<file path="src/rtl/mskaes_mc_colseq_pkg.sv">
// Shared constants, FSM encoding and bus-offset helpers for the column-serial
// masked MixColumns sequencer.
package mskaes_mc_colseq_pkg;

    localparam int STATE_BYTES = 16;
    localparam int COLS        = 4;
    localparam int BYTE_W      = 8;

    typedef enum logic [1:0] {
        ST_IDLE = 2'd0,
        ST_RUN  = 2'd1,
        ST_DONE = 2'd2
    } fsm_t;

    // Offset of byte n on a d-share bus.
    function automatic int byte_off(input int d, input int n);
        return BYTE_W * d * n;
    endfunction

    // Offset of column c on a d-share bus.
    function automatic int col_off(input int d, input int c);
        return (STATE_BYTES / COLS) * BYTE_W * d * c;
    endfunction

    // Position of bit k of share s inside one byte slot.
    function automatic int bit_idx(input int d, input int k, input int s);
        return k * d + s;
    endfunction

    // GF(2^8) multiply-by-two with the AES polynomial.
    function automatic logic [7:0] xtime(input logic [7:0] b);
        return {b[6:0], 1'b0} ^ (b[7] ? 8'h1b : 8'h00);
    endfunction

endpackage

</file>
<file path="src/rtl/mskaes_mc_colseq_col_select.sv">
// Share-wise column mux, masked MixColumns datapath with bypass, and the
// column write-enable decode for the result register.
module mskaes_mc_colseq_col_select
    import mskaes_mc_colseq_pkg::*;
#(
    parameter int d = 2
) (
    input  logic [STATE_BYTES*BYTE_W*d-1:0] state,
    input  logic [1:0]                      col,
    input  logic                            bypass,
    input  logic                            en,
    output logic [4*BYTE_W*d-1:0]           col_out,
    output logic [COLS-1:0]                 wr_en
);

    localparam int COL_W = 4 * BYTE_W * d;

    logic [COL_W-1:0]                 col_in;
    logic [COL_W-1:0]                 mc_out;
    logic [d-1:0][3:0][BYTE_W-1:0]    a;
    logic [d-1:0][3:0][BYTE_W-1:0]    b;

    // Column mux: selection depends only on the public column index.
    always_comb begin
        col_in = '0;
        case (col)
            2'd0:    col_in = state[col_off(d, 0) +: COL_W];
            2'd1:    col_in = state[col_off(d, 1) +: COL_W];
            2'd2:    col_in = state[col_off(d, 2) +: COL_W];
            default: col_in = state[col_off(d, 3) +: COL_W];
        endcase
    end

    // Unpack the interleaved bus into per-share bytes and back again.
    for (genvar s = 0; s < d; s++) begin : g_share
        for (genvar r = 0; r < 4; r++) begin : g_row
            for (genvar k = 0; k < BYTE_W; k++) begin : g_bit
                assign a[s][r][k] = col_in[byte_off(d, r) + bit_idx(d, k, s)];
                assign mc_out[byte_off(d, r) + bit_idx(d, k, s)] = b[s][r][k];
            end
        end

        // MixColumns is linear, so each share is transformed independently.
        always_comb begin
            b[s][0] = xtime(a[s][0]) ^ xtime(a[s][1]) ^ a[s][1] ^ a[s][2] ^ a[s][3];
            b[s][1] = a[s][0] ^ xtime(a[s][1]) ^ xtime(a[s][2]) ^ a[s][2] ^ a[s][3];
            b[s][2] = a[s][0] ^ a[s][1] ^ xtime(a[s][2]) ^ xtime(a[s][3]) ^ a[s][3];
            b[s][3] = xtime(a[s][0]) ^ a[s][0] ^ a[s][1] ^ a[s][2] ^ xtime(a[s][3]);
        end
    end

    // Bypass passes the selected column through untouched (final round).
    always_comb begin
        col_out = bypass ? col_in : mc_out;
        wr_en   = en ? (4'b0001 << col) : 4'b0000;
    end

endmodule

</file>
<file path="src/rtl/mskaes_mc_colseq.sv">
// Column-serial sequencer: accepts a d-share AES state, runs its four columns
// through one shared masked MixColumns unit, and returns the registered result.
//
// state | meaning
// IDLE  | waiting for an input state, in_ready high
// RUN   | processing column col, one column per cycle
// DONE  | result presented, waiting for out_ready
module mskaes_mc_colseq
    import mskaes_mc_colseq_pkg::*;
#(
    parameter int d = 2
) (
    input  logic                            clk,
    input  logic                            rst_n,
    input  logic                            in_valid,
    output logic                            in_ready,
    input  logic                            in_bypass,
    input  logic [STATE_BYTES*BYTE_W*d-1:0] in_state,
    output logic                            out_valid,
    input  logic                            out_ready,
    output logic [STATE_BYTES*BYTE_W*d-1:0] out_state,
    output logic                            busy
);

    localparam int STATE_W = STATE_BYTES * BYTE_W * d;
    localparam int COL_W   = 4 * BYTE_W * d;

    fsm_t               fsm_q, fsm_d;
    logic [1:0]         col_q;
    logic               bypass_q;
    logic [STATE_W-1:0] state_q;
    logic [STATE_W-1:0] result_q;
    logic               load;
    logic               run;
    logic [COL_W-1:0]   col_out;
    logic [COLS-1:0]    wr_en;

    mskaes_mc_colseq_col_select #(.d(d)) u_col_select (
        .state   (state_q),
        .col     (col_q),
        .bypass  (bypass_q),
        .en      (run),
        .col_out (col_out),
        .wr_en   (wr_en)
    );

    // FSM state register.
    always_ff @(posedge clk or negedge rst_n) begin
        if (!rst_n) fsm_q <= ST_IDLE;
        else        fsm_q <= fsm_d;
    end

    // Next-state and handshake decode; DONE allows a back-to-back accept.
    always_comb begin
        fsm_d    = fsm_q;
        load     = 1'b0;
        run      = 1'b0;
        in_ready = 1'b0;
        case (fsm_q)
            ST_IDLE: begin
                in_ready = 1'b1;
                if (in_valid) begin
                    load  = 1'b1;
                    fsm_d = ST_RUN;
                end
            end
            ST_RUN: begin
                run = 1'b1;
                if (col_q == 2'd3) fsm_d = ST_DONE;
            end
            ST_DONE: begin
                in_ready = out_ready;
                if (out_ready) begin
                    if (in_valid) begin
                        load  = 1'b1;
                        fsm_d = ST_RUN;
                    end else begin
                        fsm_d = ST_IDLE;
                    end
                end
            end
            default: fsm_d = ST_IDLE;
        endcase
    end

    // Input capture and column counter; col wraps to 0 after column 3.
    always_ff @(posedge clk or negedge rst_n) begin
        if (!rst_n) begin
            state_q  <= '0;
            bypass_q <= 1'b0;
            col_q    <= 2'd0;
        end else if (load) begin
            state_q  <= in_state;
            bypass_q <= in_bypass;
            col_q    <= 2'd0;
        end else if (run) begin
            col_q    <= col_q + 2'd1;
        end
    end

    // Result register, written one column per RUN cycle.
    always_ff @(posedge clk or negedge rst_n) begin
        if (!rst_n) begin
            result_q <= '0;
        end else begin
            for (int c = 0; c < COLS; c++) begin
                if (wr_en[c]) result_q[col_off(d, c) +: COL_W] <= col_out;
            end
        end
    end

    // Outputs come straight from registers.
    always_comb begin
        out_valid = (fsm_q == ST_DONE);
        busy      = (fsm_q == ST_RUN) || (fsm_q == ST_DONE);
        out_state = result_q;
    end

endmodule

</file>
<file path="config.mk">
export PLATFORM = sky130hd
export DESIGN_NAME = mskaes_mc_colseq
export DESIGN_NICKNAME = d
export VERILOG_FILES = /design/src/rtl/mskaes_mc_colseq_pkg.sv /design/src/rtl/mskaes_mc_colseq_col_select.sv /design/src/rtl/mskaes_mc_colseq.sv
export SDC_FILE = /design/constraint.sdc
export NUM_CORES = 1
export LEC_CHECK = 0
export ABC_AREA = 0
export CORE_UTILIZATION = 30
export DETAILED_ROUTE_END_ITERATION = 8
export HOLD_SLACK_MARGIN = 0.06
export PLACE_DENSITY = 0.48
export SETUP_SLACK_MARGIN = 0.3
export SYNTH_ARGS = -nofsm -noshare
export SYNTH_HDL_FRONTEND = slang
export SYNTH_SLANG_ARGS = --single-unit
</file>
<file path="constraint.sdc">
create_clock -name clk -period 7.88 [get_ports clk]
set_input_delay 1.576 -clock clk [delete_from_list [all_inputs] [get_ports clk]]
set_output_delay 1.576 -clock clk [all_outputs]
set_load 0.05 [all_outputs]
</file>
==> metrics.cfg, run 1 <==
[floorplan]
die_h_um=301
fp.coreArea_um2=88400
die_area_um2=90500
io_pins=520
fp_util_pct=30.3
die_w_um=301

[final_timing]
setup_viol=0
period_used_pct=58.0
fmax_mhz=219
maxSlewViolCount=0
tns_ns=0
finClkSkew_ns=0.0226
tightestPinTransition_ns=1.28
hold_viol_final=0
timing.final.ws_setup_ns=3.31
min_period_ns=4.57
maxSlewHeadroom_pct=14.6
rsz0062_at_grt=no

[clock_network]
clock-sinks=517
cts_setup_buffers=0
cts.repair.resized=0
clock_latency_ns=0.65
htree_levels=2
cts_hold_buf=0
path_clk_slew_ns=0.06
tritoncts=done
clock_path_buffers=3
numCtsBuffers=61
root_buffer=clkbuf_16

[critical_path]
cp_data_arrival_time_ns=3.00
cp-end-kind=output port
crit_required_ns=6.30
crit_type=input port to output port
crit_fanout=2
cp_top_family=buffers and inverters
start_kind=input port
path_buffers=2
crit_path_cell_trace=clkdlybuf4s50_1, a21o_1, clkdlybuf4s50_1
cp_common_cell=clkdlybuf4s50_1
regToRegSetupSlack_ns=3.45
cpPeakStageDelay_ns=0.81
critPathSlowestCell=clkdlybuf4s50_1

[layout]
multiInputGateArea_um2=12900
drive_gt1_share_pct=17.1
fin_util_pct=40.1
regArea_um2=12900
final.fill_count=8572
lay_top_cells=clkdlybuf4s50_1, dfrtp_1, mux2_2
lay_top_count=clkdlybuf4s50_1
final_net_count=3161
layout-area-overhead-vs-synth_pct=32.2

[outcome]
status=finished clean

[global_route]
grt_util_met3_pct=5.99
grtUsageMet1_pct=31.3
grt_pass1_wl_um=161000
grt_max_degree=157
antenna_found_initial=18
globalRouteMet2Util_pct=40.8
gr-max-usage-layer=met2
gr-usage-all-layers_pct=24.4
grt_pass1_vias=22100
grt_overflow=0

[route]
num_vias=21700
drc=0
drt_iter0_drc=1825
dr.pass1.iters=8
ant_nets=0
wl_per_cell_um=27.3
detail_route.vias_per_cell=5.28
wl_um=112000

[synth]
synth.logic.top_family=multiplexers
fp_nets=2709
syn_area_um2=26800
ys_sh_aoi_pct=13.9
yosysChipArea_um2=26800
yosys.area_share.simple_pct=6.16
synth_top_area_share_pct=48.3
syn_inst=2440
synthFlopType=dfrtp_1
mux_share_pct=15.1
synth-edff-count=0
synth_warnings=0
synthDistinctLibCells=47
avgSynthCellArea_um2=11.0
yosys.area_share.adder_pct=0.374
ys_async_sr_fraction_pct=100
topCellsByArea=dfrtp_1, mux2_2, xnor2_1
ys.flops=517
synth.largest_area_cell=dfrtp_1
ys_seq_share_pct=48.3
ys_cells=2440
xor_share_pct=12.6

[placement]
io_buffers=519
pre_cts_slack_ns=3.30
dp_hpwl_um=84000
place_congestion=0.856
dp_cells=3994

[flow_run]
warnings=44
max_cap_viol_count=0

[min_path]
min_path_type=register to register

==> run 1: path summary, 6_finish.rpt <==
check,startpoint,depth (start not counted),endpoint
setup reg to reg,col_q[0],10,out_state[19]
hold reg to reg,out_state[219],2,out_state[219]
hold / removal,out_state[219],2,out_state[219]
setup / recovery,out_ready,3,in_ready
max in group asynchronous,rst_n,2,state_q[188]
min in group asynchronous,rst_n,1,state_q[101]
==> run 1: routing by layer <==
layer,vias to the layer above,part of all wire [%]
li1,9605,-
met1,11100,41
met2,811,48
met3,150,7.4
met4,22,2.7
met5,-,0.13
==> run 1: state kept, by name (all words and copies together), names as in the netlist <==
signal / count
out_state: 256
state_q: 256
col_q: 2
fsm_q: 2
bypass_q: 1
==> run 1: final cells by class <==
cell class	count	area share, %
inverters	37	0.403
clock inverters	19	0.845
clock buffers	90	4.99
well taps	1165	4.12
multi-input cells	1675	36.5
flip-flops and latches	517	36.6
repair buffers	600	16.6
diodes	6	0.0424
==> run 1: synthesized netlist by cell type, drive strengths merged, types with 4 or more instances <==
library cell and n:
dfrtp 517, mux2 305, xnor2 234, o21ai 209, nand2 190, clkbuf 187, xor2 109, nor2 98
a21oi 85, a222oi 65, mux2i 60, a22oi 48, inv 36, a221oi 31, a22o 29, and3 29
nand3 25, buf 24, a31oi 23, o211ai 21, a211o 20, nor3 18, xnor3 11, or3 10
ha 8, nand2b 8, and2 7, a221o 6, a21o 5, o221ai 5, xor3 5, o31ai 4
==> run 1: metrics by stage <==
stage	hold slack [ns]	instance area (um^2)
finish	0.472	35400
global route	0.498	35400
CTS	0.482	35400
detailed placement	0.468	33300
global placement	0.454	33300
floorplan	0.480	26800
run_1/layers.png
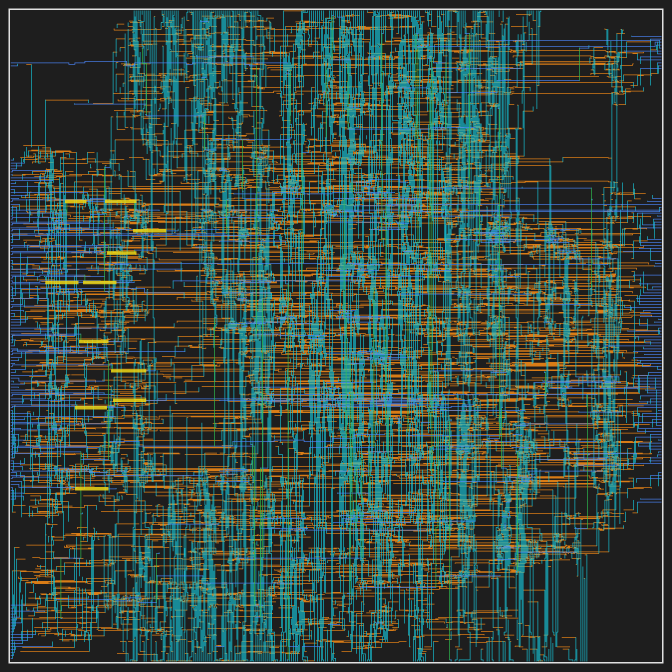
green -> M4  # wire length 3020 um
blue -> M3  # wire length 8360 um
cyan -> M2  # wire length 54.2 mm
orange -> M1  # wire length 46.6 mm
yellow -> M5  # wire length 142 um

run_1/port_trees.png
The bar under the picture is 100 um long.
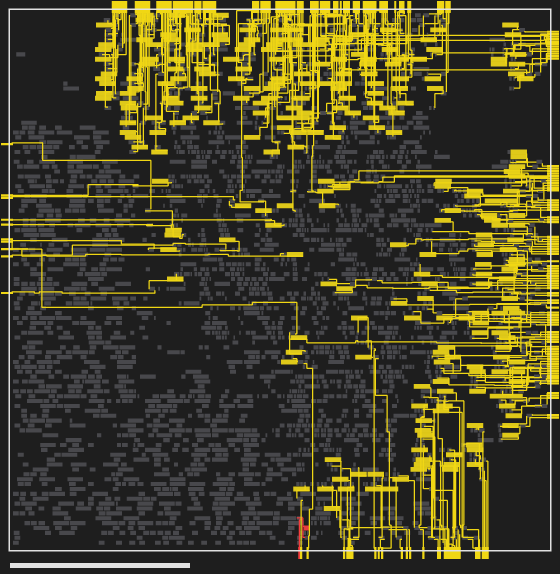
red -> in_ready  # bits 1, direction output, end cells 1, buffers 1, wire 34.7 um
yellow -> out_state  # bits 256, direction output, end cells 256, buffers 256, wire 15500 um

run_1/placed.png
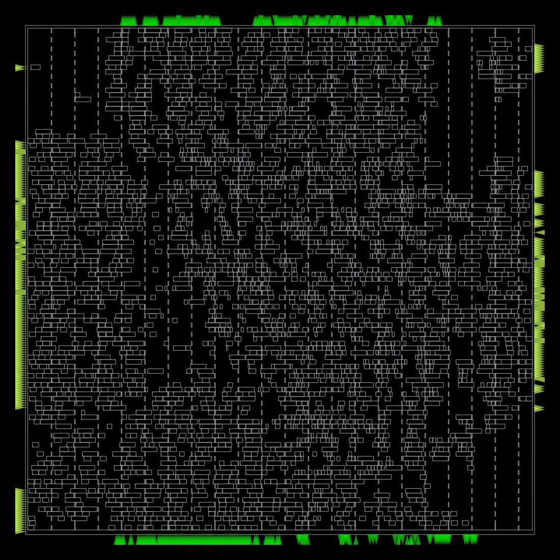
Tapcells: 1165
Seq area share: 36.6%
post-route non-filler standard cell count: 4109
row count: 109

run_1/class_map.png
Fill, decap, tap and diode cells in gray.
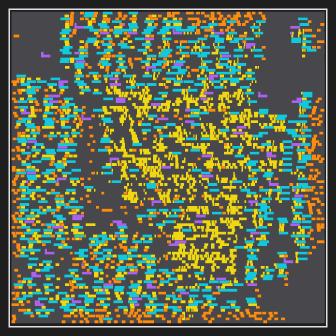
yellow -> remaining logic cells  # cells 1712
orange -> remaining buffers and delay cells  # cells 600
cyan -> sequential cells  # cells 517
purple -> clock drivers and dummy loads  # cells 109

run_1/sizing.png
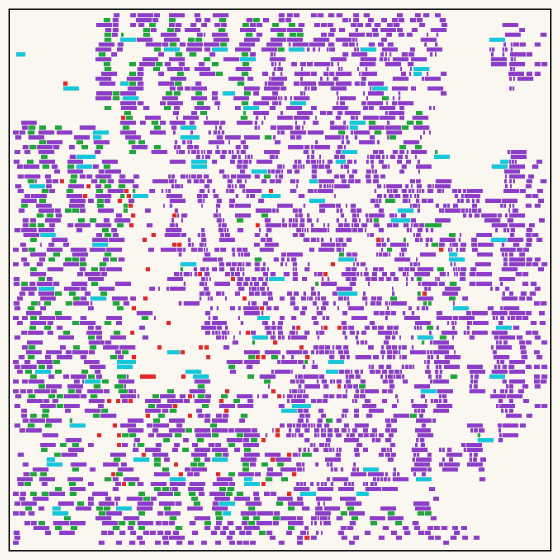

==> run 2, diff against run 1 <==
--- a/config.mk
+++ b/config.mk
@@ -9,7 +9,7 @@
 export CORE_UTILIZATION = 30
 export DETAILED_ROUTE_END_ITERATION = 8
 export HOLD_SLACK_MARGIN = 0.06
-export PLACE_DENSITY = 0.48
+export PLACE_DENSITY = 0.5
 export SETUP_SLACK_MARGIN = 0.3
 export SYNTH_ARGS = -nofsm -noshare
 export SYNTH_HDL_FRONTEND = slang
==> constraint.sdc (replaced) <==
create_clock -name clk -period 3.7 [get_ports clk]
set_input_delay 0.74 -clock clk [delete_from_list [all_inputs] [get_ports clk]]
set_output_delay 0.74 -clock clk [all_outputs]
set_load 0.05 [all_outputs]
run_2/sizing.png
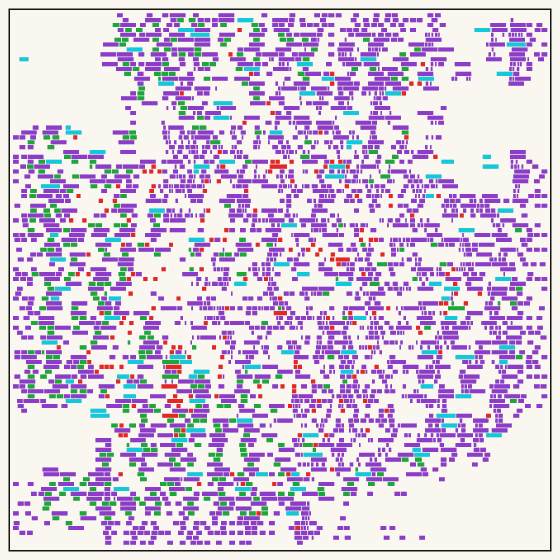
cyan -> x6 and larger  # cells 103, share 3.4%
red -> x3 and x4  # cells 200, share 6.5%
green -> x2  # cells 343, share 11%
purple -> x1 and smaller  # cells 2414, share 79%

==> metrics.cfg, run 2 <==
[synth]
avgSynthCellArea_um2=11.0  ; unchanged
ys.flops=517  ; unchanged
synth-edff-count=0  ; unchanged
synth.logic.top_family=multiplexers
mux_share_pct=15.1  ; unchanged
ys_async_sr_fraction_pct=100  ; unchanged
fp_nets=2709  ; unchanged
top_cells_by_count=dfrtp_1, mux2_2, xnor2_1, o21ai_0, nand2_1
synthFlopType=dfrtp_1
ys_seq_share_pct=48.3  ; unchanged
ys_sh_aoi_pct=13.9  ; unchanged
top_cell=dfrtp_1
yosysChipArea_um2=26800  ; unchanged
synth_warnings=0  ; unchanged
xor_share_pct=12.6  ; unchanged
synth_top_area_share_pct=48.3  ; unchanged
yosys.area_share.adder_pct=0.374  ; unchanged
yosys.area_share.simple_pct=6.16  ; unchanged
topCellsByArea=dfrtp_1, mux2_2, xnor2_1
syn_inst=2440  ; unchanged
synth.largest_area_cell=dfrtp_1

[critical_path]
crit_required_ns=4.23  ; -2.07 ns
cpPeakStageDelay_ns=0.70  ; -0.11 ns
crit_fanout=31  ; +29
cp_common_cell=buf_4
path_buffers=4  ; +2
crit_path_cell_trace=inv_1, ha_4, buf_12, a222oi_1, buf_4, buf_4, xnor3_1, mux2_2, xor2_4, a21oi_1, a21o_1
cp_top_family=AND-OR/OR-AND gates
crit_type=register to register
cp-end-kind=register
cp_data_arrival_time_ns=3.90  ; +0.90 ns

[final_timing]
period_used_pct=90.9
tns_ns=0  ; unchanged
whs_ns=0.155  ; -0.317 ns
maxSlewHeadroom_pct=14.3  ; -0.31 points
timing.final.ws_setup_ns=0.337  ; -2.97 ns
setup_viol=0  ; unchanged
rsz0062_at_grt=yes
min_period_ns=3.36
fmax_mhz=297
maxSlewViolCount=0  ; unchanged

[route]
drc=0  ; unchanged
detail_route.vias_per_cell=5.26  ; -0.30%
num_vias=22300  ; +2.7%
dr.pass1.iters=6  ; -2
dr_wl_met2_um=55800  ; +3.0%
drt_iter0_drc=1968  ; +7.8%
top_layer_used=met5
wl_per_cell_um=27.4  ; +0.32%
wl_um=116000  ; +3.3%
met1_length_um=48000  ; +3.1%
wl_met3_um=7680  ; -8.1%

[clock_network]
tritoncts=done
htree_levels=2  ; unchanged
clock_latency_ns=0.65  ; about the same
path_clk_slew_ns=0.06  ; about the same
root_buffer=clkbuf_16
cts_hold_buf=0  ; unchanged
clock_path_buffers=3  ; unchanged
numCtsBuffers=61  ; unchanged

[global_route]
grt_pass1_wl_um=166000  ; +3.2%
grt_util_met3_pct=4.95  ; -1.0 points
grt_pass1_vias=22900  ; +3.7%
gr-usage-all-layers_pct=25.2  ; +0.75 points
grt_overflow=0  ; unchanged
grt_max_degree=109  ; -31%
grtUsageMet1_pct=32.4  ; +1.1 points
globalRouteMet2Util_pct=41.8  ; +1.1 points
antenna_found_initial=20  ; +2

[floorplan]
die_h_um=301  ; unchanged
io_pins=520  ; unchanged
die_area_um2=90500  ; unchanged
rows=109  ; unchanged
die_w_um=301  ; unchanged

[layout]
fin_util_pct=41.5  ; +1.5 points
final.fill_count=8393  ; -2.1%
final_area_um2=36700  ; +3.6%
layout-area-overhead-vs-synth_pct=37.0
drive_gt1_share_pct=21.1  ; +4.1 points
lay_top_count=clkdlybuf4s50_1
lay_top_cells=clkdlybuf4s50_1, dfrtp_1, mux2_2
regArea_um2=12900  ; about the same
final_net_count=3282  ; +3.8%
stdcell_count=4231  ; +3.0%

[placement]
dp_hpwl_um=89000  ; +5.8%
place_area_um2=34300  ; +3.0%
dp_cells=4106  ; +2.8%
pre_cts_slack_ns=-0.109  ; -3.40 ns

[flow_run]
warnings=36  ; -18%
max_cap_viol_count=0  ; unchanged

[outcome]
status=finished clean

[min_path]
min_path_type=input port to async pin

## run 2: cell count changes in the layout (fill, tap and decap cells not counted), sizes merged
cell and change:
buf +121, bufinv +3, clkbuf -11, clkinv +4, clkinvlp +2, inv +3
## run 2: worst paths after layout
check                              from        endpoint  slack, ns  cells after the start
setup / recovery               col_q[0]  out_state[206]       0.34                     11
hold / removal                    rst_n    state_q[160]       0.15                      1
setup reg to reg               col_q[0]  out_state[206]       0.34                     11
hold reg to reg            out_state[0]    out_state[0]       0.48                      2
max in group asynchronous         rst_n     state_q[97]       2.47                      3
min in group clk           out_state[0]    out_state[0]       0.48                      2
## run 2: final cells by class
class / instances / share of cell area (%)
diodes: 6 / 0.0409
clock buffers: 79 / 4.62
clock inverters: 31 / 1.23
inverters: 37 / 0.389
multi-input cells: 1675 / 35.6
flip-flops and latches: 517 / 35.3
well taps: 1165 / 3.97
repair buffers: 721 / 18.9
## run 2: worst reg2reg max path, cell delays in order (launching register included)
cell	delay, ns
dfrtp_2	0.39
inv_1	0.11
ha_4	0.24
buf_12	0.19
a222oi_1	0.71
buf_4	0.29
buf_4	0.14
xnor3_1	0.31
mux2_2	0.33
xor2_4	0.24
a21oi_1	0.12
a21o_1	0.17
## run 2: timing repair
action                     4_1_cts  5_1_grt
pin swaps                        9        7
resized                         18        6
setup endpoints to repair       71       36
setup buffers                    4        5
run_2/placed.png
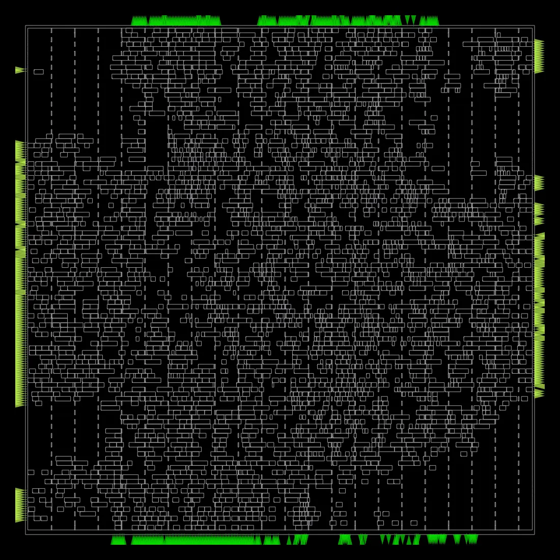

==> run 3, diff against run 2 <==
--- a/config.mk
+++ b/config.mk
@@ -7,6 +7,7 @@
 export LEC_CHECK = 0
 export ABC_AREA = 0
 export CORE_UTILIZATION = 30
+export CTS_CLUSTER_DIAMETER = 100
 export DETAILED_ROUTE_END_ITERATION = 8
 export HOLD_SLACK_MARGIN = 0.06
 export PLACE_DENSITY = 0.5
@@ -14,3 +15,4 @@
 export SYNTH_ARGS = -nofsm -noshare
 export SYNTH_HDL_FRONTEND = slang
 export SYNTH_SLANG_ARGS = --single-unit
+export TNS_END_PERCENT = 10
run_3/placed.png
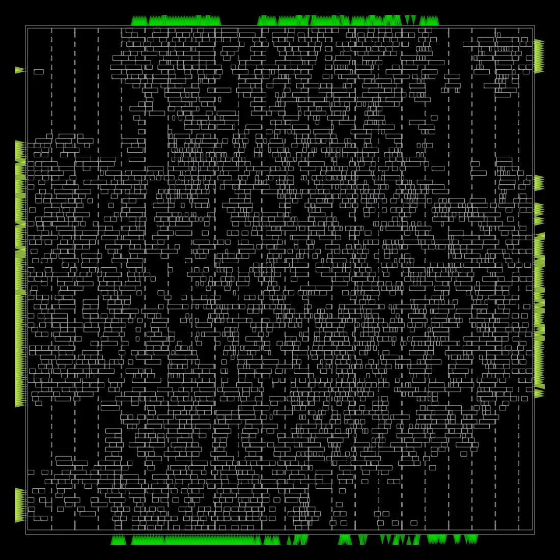
sequential cells: 517
Filler cells: 8398

==> metrics.cfg, run 3 <==
[route]
drc=0  ; unchanged
num_vias=22300  ; +0.42%
wl_per_cell_um=27.4  ; about the same
detail_route.vias_per_cell=5.28  ; +0.47%
drt_iter0_drc=2082  ; +5.8%
wl_um=116000  ; about the same

[critical_path]
critPathCapture=out_state[63]
crit_type=register to register
cpPeakStageDelay_ns=0.55  ; -0.15 ns
worstRegToRegCells=10  ; -1
cp_data_arrival_time_ns=3.98  ; +0.08 ns
crit_fanout=11  ; -65%
crit_required_ns=4.28  ; +0.05 ns
crit_start=col_q[1]
path_buffers=3  ; -1
crit_path_cell_trace=inv_1, ha_4, buf_4, a222oi_1, buf_4, xnor2_1, mux2_2, a211o_1, a31oi_2, mux2_2
r2r-end=out_state[63]
cp-end-kind=register
cp_top_family=AND-OR/OR-AND gates
r2r-start=col_q[1]
regToRegSetupSlack_ns=0.30  ; -0.04 ns

[synth]
ys.flops=517  ; unchanged
synth_top_area_share_pct=48.3  ; unchanged
topCellsByArea=dfrtp_1, mux2_2, xnor2_1
syn_inst=2440  ; unchanged
avgSynthCellArea_um2=11.0  ; unchanged
synthFlopType=dfrtp_1
ys_async_sr_fraction_pct=100  ; unchanged
ys_seq_share_pct=48.3  ; unchanged
synth-edff-count=0  ; unchanged
top_cell=dfrtp_1
yosysChipArea_um2=26800  ; unchanged
fp_nets=2709  ; unchanged

[placement]
pre_cts_slack_ns=-0.109  ; unchanged
place_area_um2=34300  ; unchanged

[final_timing]
rsz0062_at_grt=yes
timing.final.ws_setup_ns=0.300  ; -0.0370 ns
fmax_mhz=294  ; -1.1%
min_period_ns=3.40  ; +0.0370 ns
maxSlewHeadroom_pct=11.3  ; -3.0 points
setup_viol=0  ; unchanged
period_used_pct=91.9  ; +1.0 points

[min_path]
min_path_type=input port to async pin

[floorplan]
die_area_um2=90500  ; unchanged
die_h_um=301  ; unchanged
io_pins=520  ; unchanged
die_w_um=301  ; unchanged

[global_route]
grt_overflow=0  ; unchanged
grt_pass1_vias=22900  ; unchanged
grt_pass1_wl_um=166000  ; about the same
gr-usage-all-layers_pct=25.2  ; about the same
grt_max_degree=109  ; unchanged

[layout]
layout-area-overhead-vs-synth_pct=36.9  ; about the same
fin_util_pct=41.5  ; about the same
final_area_um2=36700  ; about the same
regArea_um2=12900  ; unchanged
lay_top_cells=clkdlybuf4s50_1, dfrtp_1, mux2_2

[clock_network]
numCtsBuffers=61  ; unchanged
htree_levels=2  ; unchanged
clock_path_buffers=3  ; unchanged
clock-sinks=517
tritoncts=done
path_clk_slew_ns=0.06  ; about the same
root_buffer=clkbuf_16

[flow_run]
max_cap_viol_count=0  ; unchanged
warnings=37  ; +2.8%

[outcome]
status=finished clean

## run 3: cell counts after synthesis
Identical to the previous run, type by type.
## run 3: repair_timing
item,4_1_cts,5_1_grt
setup endpoints to repair,71,46
resized,18,3
setup buffers,3,5
pin swaps,6,2
## run 3: logic make-up (layout without fill, tap and decap cells)
group	count (synthesis)	after routing	synth area share, %
adders and majority gates	8	8	0.374
other	0	5	0
xor gates and xnor gates	359	359	12.6
AOI/OAI and AO/OA	556	556	13.9
muxes	365	365	15.1
and+or+nand+nor	387	387	6.16
DFF	517	517	48.3
buffers and inverters	248	867	3.59
## run 3: area by class of cell
type | instances | area share (%)
Inverter | 37 | 0.389
Tap cell | 1165 | 3.98
Antenna cell | 5 | 0.0341
Timing Repair Buffer | 720 | 18.9
Multi-Input combinational cell | 1675 | 35.6
Sequential cell | 517 | 35.3
Clock inverter | 31 | 1.23
Clock buffer | 79 | 4.62
## run 3: metrics by stage
step | TNS, ns | instances | hold WS, ns
final | 0 | 4229 | 0.148
after global routing | 0 | 4226 | 0.201
after CTS | 0 | 4219 | 0.201
after detailed placement | -0.768 | 4106 | 0.470
after global placement | -0.988 | 4106 | 0.466
after floorplan | 0 | 2440 | 0.444
## run 3: routing by layer
| layer | vias to the layer above | GRT usage [%] | share of wire, % | wire length [um] |
|---|---|---|---|---|
| met5 | - | 0 | 0.14 | 157 |
| met4 | 26 | 9.19 | 3.6 | 4180 |
| met3 | 187 | 4.94 | 7.0 | 8080 |
| met2 | 965 | 42.0 | 48 | 55900 |
| met1 | 11400 | 32.3 | 41 | 47700 |
| li1 | 9819 | - | - | - |
